### Signal metal coverage by tile, run 1

(1.5 px per µm) The die is cut into 34 by 34 equal tiles; dark purple is low, yellow is high, scaled to the fullest tile. Values are wire area over tile area, all layers added.
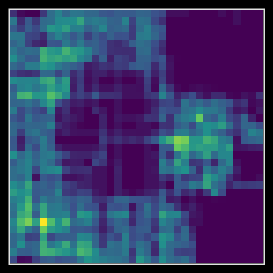
### Metal layers overlaid, run 1

(2 px per µm) Only two layers are drawn.
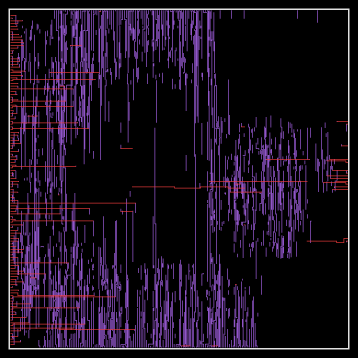
### Placed standard cells, run 1

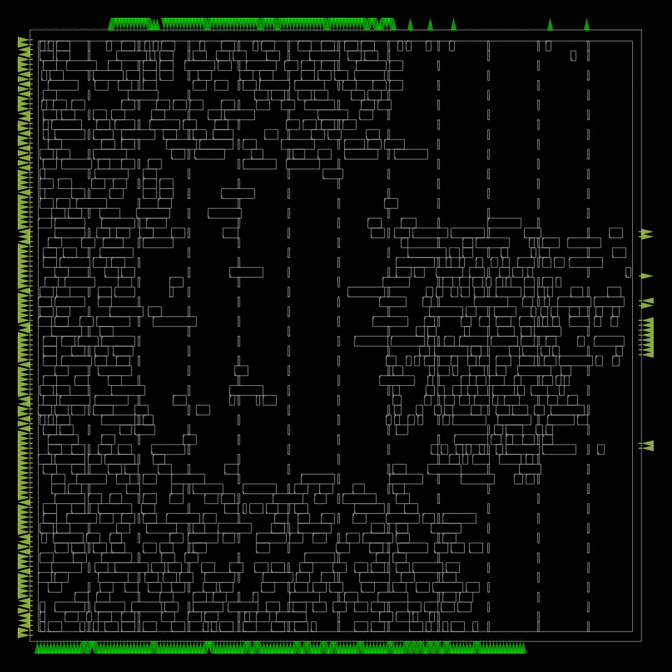
### Selected gate families, run 1

(2 px per µm)
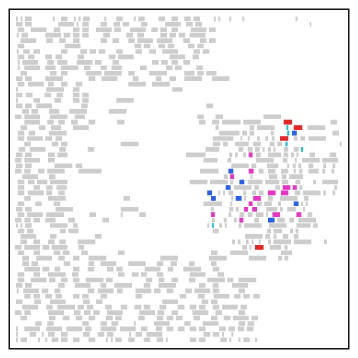
==> config.mk <==
export PLATFORM = sky130hd
export DESIGN_NAME = bus_rsp_mux
export DESIGN_NICKNAME = d
export VERILOG_FILES = /design/src/rtl/bus_rsp_mux.sv
export SDC_FILE = /design/constraint.sdc
export NUM_CORES = 1
export LEC_CHECK = 0
export CAP_MARGIN = 15
export CELL_PAD_IN_SITES_DETAIL_PLACEMENT = 1
export CELL_PAD_IN_SITES_GLOBAL_PLACEMENT = 2
export CORE_MARGIN = 2
export CORE_UTILIZATION = 17
export CTS_CLUSTER_SIZE = 20
export DETAILED_ROUTE_END_ITERATION = 8
export MAX_ROUTING_LAYER = met4
export PLACE_DENSITY = 0.8
export REMOVE_ABC_BUFFERS = 1
export SLEW_MARGIN = 20
export SYNTH_ARGS = -nofsm -noshare
export SYNTH_HDL_FRONTEND = slang
export SYNTH_SLANG_ARGS = --single-unit
==> constraint.sdc <==
create_clock -name clk_i -period 2.3 [get_ports clk_i]
set_clock_uncertainty 0.1 [all_clocks]
set_input_delay 0.69 -clock clk_i [delete_from_list [all_inputs] [get_ports clk_i]]
set_output_delay 0.69 -clock clk_i [all_outputs]
set_load 0.02 [all_outputs]
==> src/rtl/bus_rsp_mux.sv <==
// Response mux: steers the addressed slave's ready/data back to the master and turns unmapped or hung accesses into error responses.
// Latency >= 2 cycles from request; no backpressure, the slave ready is the only stall source and it is bounded by TIMEOUT_CYCLES.
// Optional error log (last errored address, saturating error count) is built when BUS_RSP_ERR_LOG_EN is defined.
module bus_rsp_mux #(
    parameter int              ADDR_WIDTH     = 32,
    parameter int              ADDR_IDX_WIDTH = 3,
    parameter int              DATA_WIDTH     = 32,
    parameter logic [7:0]      SLV_MAP        = 8'b0001_1111,
    parameter int              TIMEOUT_CYCLES = 256
) (
    input  logic                    clk_i,
    input  logic                    rst_n_i,
    input  logic                    m_req_i,
    input  logic [ADDR_WIDTH-1:0]   m_addr_i,
    output logic                    m_busy_o,
    output logic                    m_rdy_o,
    output logic                    m_err_o,
    output logic [DATA_WIDTH-1:0]   m_rd_data_o,
    input  logic [7:0]              s_rdy_i,
    input  logic [8*DATA_WIDTH-1:0] s_rd_data_i,
    output logic [ADDR_WIDTH-1:0]   err_addr_o,
    output logic [7:0]              err_cnt_o
);

    typedef enum logic [1:0] {S_IDLE, S_WAIT, S_ERR} state_e;

    localparam logic [15:0] TO_LAST = 16'(TIMEOUT_CYCLES - 1);

    state_e                    state_q, state_d;
    logic [ADDR_IDX_WIDTH-1:0] idx_q, idx_d;
    logic [15:0]               cnt_q, cnt_d;
    logic                      rdy_q, rdy_d;
    logic                      err_q, err_d;
    logic [DATA_WIDTH-1:0]     data_q, data_d;

    logic [ADDR_IDX_WIDTH-1:0] req_idx;
    logic                      sel_rdy;
    logic [DATA_WIDTH-1:0]     sel_data;
    logic                      timeout;

    assign req_idx  = m_addr_i[ADDR_WIDTH-1 -: ADDR_IDX_WIDTH];
    assign sel_rdy  = s_rdy_i[idx_q];
    assign sel_data = s_rd_data_i[idx_q*DATA_WIDTH +: DATA_WIDTH];
    assign timeout  = (cnt_q == TO_LAST);

    always_ff @(posedge clk_i or negedge rst_n_i) begin
        if (!rst_n_i) begin
            state_q <= S_IDLE;
            idx_q   <= '0;
            cnt_q   <= '0;
        end else begin
            state_q <= state_d;
            idx_q   <= idx_d;
            cnt_q   <= cnt_d;
        end
    end

    always_comb begin
        state_d = state_q;
        idx_d   = idx_q;
        cnt_d   = cnt_q;
        case (state_q)
            S_IDLE: begin
                if (m_req_i) begin
                    idx_d   = req_idx;
                    cnt_d   = '0;
                    state_d = SLV_MAP[req_idx] ? S_WAIT : S_ERR;
                end
            end
            S_WAIT: begin
                if (sel_rdy || timeout) state_d = S_IDLE;
                else                    cnt_d   = cnt_q + 16'd1;
            end
            S_ERR:   state_d = S_IDLE;
            default: state_d = S_IDLE;
        endcase
    end

    // Response is registered: computed here, presented the cycle the FSM returns to IDLE.
    always_comb begin
        rdy_d  = 1'b0;
        err_d  = 1'b0;
        data_d = data_q;
        case (state_q)
            S_WAIT: begin
                if (sel_rdy) begin
                    rdy_d  = 1'b1;
                    data_d = sel_data;
                end else if (timeout) begin
                    rdy_d  = 1'b1;
                    err_d  = 1'b1;
                    data_d = '0;
                end
            end
            S_ERR: begin
                rdy_d  = 1'b1;
                err_d  = 1'b1;
                data_d = '0;
            end
            default: ;
        endcase
    end

    always_ff @(posedge clk_i or negedge rst_n_i) begin
        if (!rst_n_i) begin
            rdy_q  <= 1'b0;
            err_q  <= 1'b0;
            data_q <= '0;
        end else begin
            rdy_q  <= rdy_d;
            err_q  <= err_d;
            data_q <= data_d;
        end
    end

    assign m_busy_o    = (state_q != S_IDLE);
    assign m_rdy_o     = rdy_q;
    assign m_err_o     = err_q;
    assign m_rd_data_o = data_q;

`ifdef BUS_RSP_ERR_LOG_EN
    logic [ADDR_WIDTH-1:0] addr_q;
    logic [ADDR_WIDTH-1:0] err_addr_q;
    logic [7:0]            err_cnt_q;

    always_ff @(posedge clk_i or negedge rst_n_i) begin
        if (!rst_n_i) begin
            addr_q     <= '0;
            err_addr_q <= '0;
            err_cnt_q  <= '0;
        end else begin
            if (state_q == S_IDLE && m_req_i) addr_q <= m_addr_i;
            if (rdy_d && err_d) begin
                err_addr_q <= addr_q;
                if (err_cnt_q != 8'hFF) err_cnt_q <= err_cnt_q + 8'd1;
            end
        end
    end

    assign err_addr_o = err_addr_q;
    assign err_cnt_o  = err_cnt_q;
`else
    // Only the index bits of the address matter without the error log.
    logic unused_addr_bits;
    assign unused_addr_bits = ^m_addr_i[ADDR_WIDTH-ADDR_IDX_WIDTH-1:0];
    assign err_addr_o = '0;
    assign err_cnt_o  = '0;
`endif

endmodule

==> metrics.yaml, run 1 <==
global_route:
  grt_pass1_vias: 5097
power_and_ir_drop:
  p_seq_share_pct: 17.3
  p_sw_mw: 3.332
logic_synthesis:
  fa_ha_area_share_pct: 1.082
  yosys_area_um2: 4627
  netlist_logic_family_top: "multiplexers"
  synth.cellmix.xorXnorShare_pct: 0
  ys.flop_type: "dfrtp_1"
  synthSimpleGateAreaFrac_pct: 7.382
  synth.avg_cell_area_um2: 12.34
detailed_routing:
  vias: 4644
  drtIter0Drc: 180
final_timing:
  fin_ws_ns: -0.06815
  setup_viol: 24
worst_setup_path:
  crit_path_top_delay_cell: "mux4_2"
clock_network:
  hold_buffers: 0
finish:
  comb-cell-share_pct: 36.28
  ff_count: 55
status:
  violations: "setup timing"
  status: "finished, violations left"
Notes on 'Signal metal coverage by tile' above:
The densest ninth of the die: bottom left. 25% of the tiles are nearly empty. The emptiest ninth of the die: top right. The fullest tile reaches 0.57. The mean over all tiles is 0.12. 7.5% of the tiles are over half the peak.

Notes on 'Metal layers overlaid' above:
M2: shown in purple, wire length 11900 µm. M3: shown in red, wire length 1330 µm.

Notes on 'Placed standard cells' above:
Post-Layout Cell Count: 1048
Core Util, Final: 32.30%
Filler cells: 2919

Notes on 'Selected gate families' above:
non-inverting ao/oa cells: shown in blue, cells 9. fa/ha/maj cells: shown in red, cells 4. and/or cells: shown in magenta, cells 15, where right middle. inv cells: shown in cyan, cells 5, where right middle.

[run 1: worst reg2reg max path: stages, from the launching register on]
cell	delay, ns
dfrtp_4	0.45
mux4_2	0.52
mux2_4	0.32
or3_4	0.39
and3_4	0.17
a311o_1	0.30
[run 1: sequential cells by signal, indices dropped and copies added (netlist names)]
register / flops
m_err_o: 1
m_rd_data_o: 32
cnt_q: 16
state_q: 2
m_rdy_o: 1
idx_q: 3
[run 1: metrics by stage]
step                      total power, mW  instances  setup TNS, ns  setup WS, ns
after floorplan                     4.562        344        -133.76        -2.748
after detailed placement            6.764       1031         -33.24       -0.7912
after global routing                8.672       1048         -3.404       -0.1228
final                               8.114       1048        -0.3738      -0.06815
after global placement              6.706       1031         -31.82       -0.7228
after CTS                           7.808       1040        -0.1969      -0.06745
## Run 2: what changed since run 1
- ABC_AREA: unset -> 1
- CORE_UTILIZATION: 17 -> 16
- PLACE_DENSITY: 0.8 -> 0.79
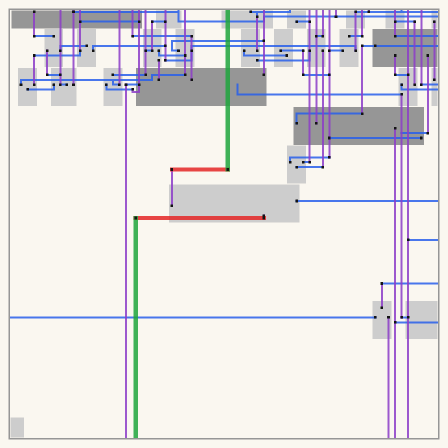
*A small window of the routed layout, run 2*
Region (91, 91) to (121, 121) µm. Cells in grey, sequential cells in the stronger grey; small squares are vias.
M2: shown in purple. M4: shown in green. M3: shown in red. M1: shown in blue.
Netlist names of flops here include cnt_q (3). Most frequent: nand2_1 (10), dfrtp_1 (3), nor2_1 (2). Sequential cells in the window: 3. 18 logic cells have their middle in the window.

==> run 2 against run 1 <==
  * Total power increased by 23%
  * Global-route usage decreased by 1.9 points
  * Fmax increased by 12%
  * Sequential power about the same
  * Sequential share of layout area decreased by 3.0 points
  * Wire length increased by 32%
  * First-iteration DRC count increased by 40%
  * The run now ends clean
  * Core utilization decreased by 7.5 points
  * Via count increased by 83%
==> metrics.yaml, run 2 <==
finish:
  ff_count: 55  # unchanged
  largest_reg_flops: 32  # unchanged
  final_util_pct: 24.84  # -7.5 points
  stdcell_area_um2: 10630
  comb-cell-share_pct: 35.77  # -0.51 points
  instances_no_fill: 2172  # +110%
  fillers: 5516  # +89%
placement:
  dp_cells: 2159  # +110%
  pre_cts_ws_ns: -0.1108  # +0.6803 ns
floorplanning:
  die_y_um: 211.6
  initCoreUtil_pct: 16.11
logic_synthesis:
  ys.flop_type: "dfrtp_1"
  synth.avg_cell_area_um2: 5.113  # -59%
  yosys_area_um2: 6893  # +49%
  synthSimpleGateAreaFrac_pct: 50.68  # +43 points
  fa_ha_area_share_pct: 0.7261  # -0.36 points
  netlist_logic_family_top: "simple AND/OR/NAND/NOR gates"
power_and_ir_drop:
  p_seq_share_pct: 14.4  # -2.9 points
  p_sw_mw: 5.480  # +64%
  power_mw: 9.967  # +23%
  p_sw_share_pct: 54.98
worst_setup_path:
  crit_path_top_delay_cell: "clkdlybuf4s50_1"
  cp.required_ns: 1.51
  critPathMaxFanout: 2
  cp-end-kind: "output port"
global_route:
  grt_pass1_vias: 8806  # +73%
clock_network:
  hold_buffers: 0  # unchanged
  cts_tree: "built"
status:
  status: "finished clean"
detailed_routing:
  drtIter0Drc: 252  # +40%
final_timing:
  setup_tns_ns: 0  # +0.3738 ns
  fmax_ghz: 0.4711
  setup_viol: 0  # -100%
  fin_crit_sh_pct: 92.29
  fin_ws_ns: 0.1773  # +0.2454 ns
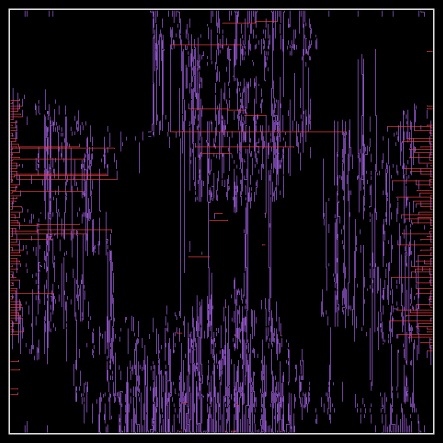
*Metal layers overlaid, run 2*
(2 px per µm) Only two layers are drawn.
M3: shown in red, wire length 1590 µm. M2: shown in purple, wire length 14500 µm.

==> run 2: cell types whose count changed after synthesis, sizes merged, moves of 6 or more <==
cell,previous run,this run
nand2,11,578
inv,4,324
nand3,17,194
mux4,66,0
nor2,11,64
buf,55,97
mux2i,32,0
o2bb2ai,32,0
o21ai,14,4
or3,8,0
clkbuf,15,9
==> run 2: power groups by stage <==
stage	logic, mW	registers [mW]	clock network (mW)
CTS	7.99	1.44	0.876
floorplan	3.95	1.95	0
global route	8.81	1.47	0.899
finish	7.72	1.43	0.815
global placement	7.89	1.44	0
detailed placement	7.97	1.45	0
==> run 2: metal layers <==
layer	routed length, µm	vias to the layer above	track usage [%]
met5	0	-	-
li1	-	4353	-
met2	14480	209	23.89
met3	1590	16	2.062
met4	337	0	3.181
met1	12760	3900	15.74
Power is estimated from default activity; no workload was simulated.
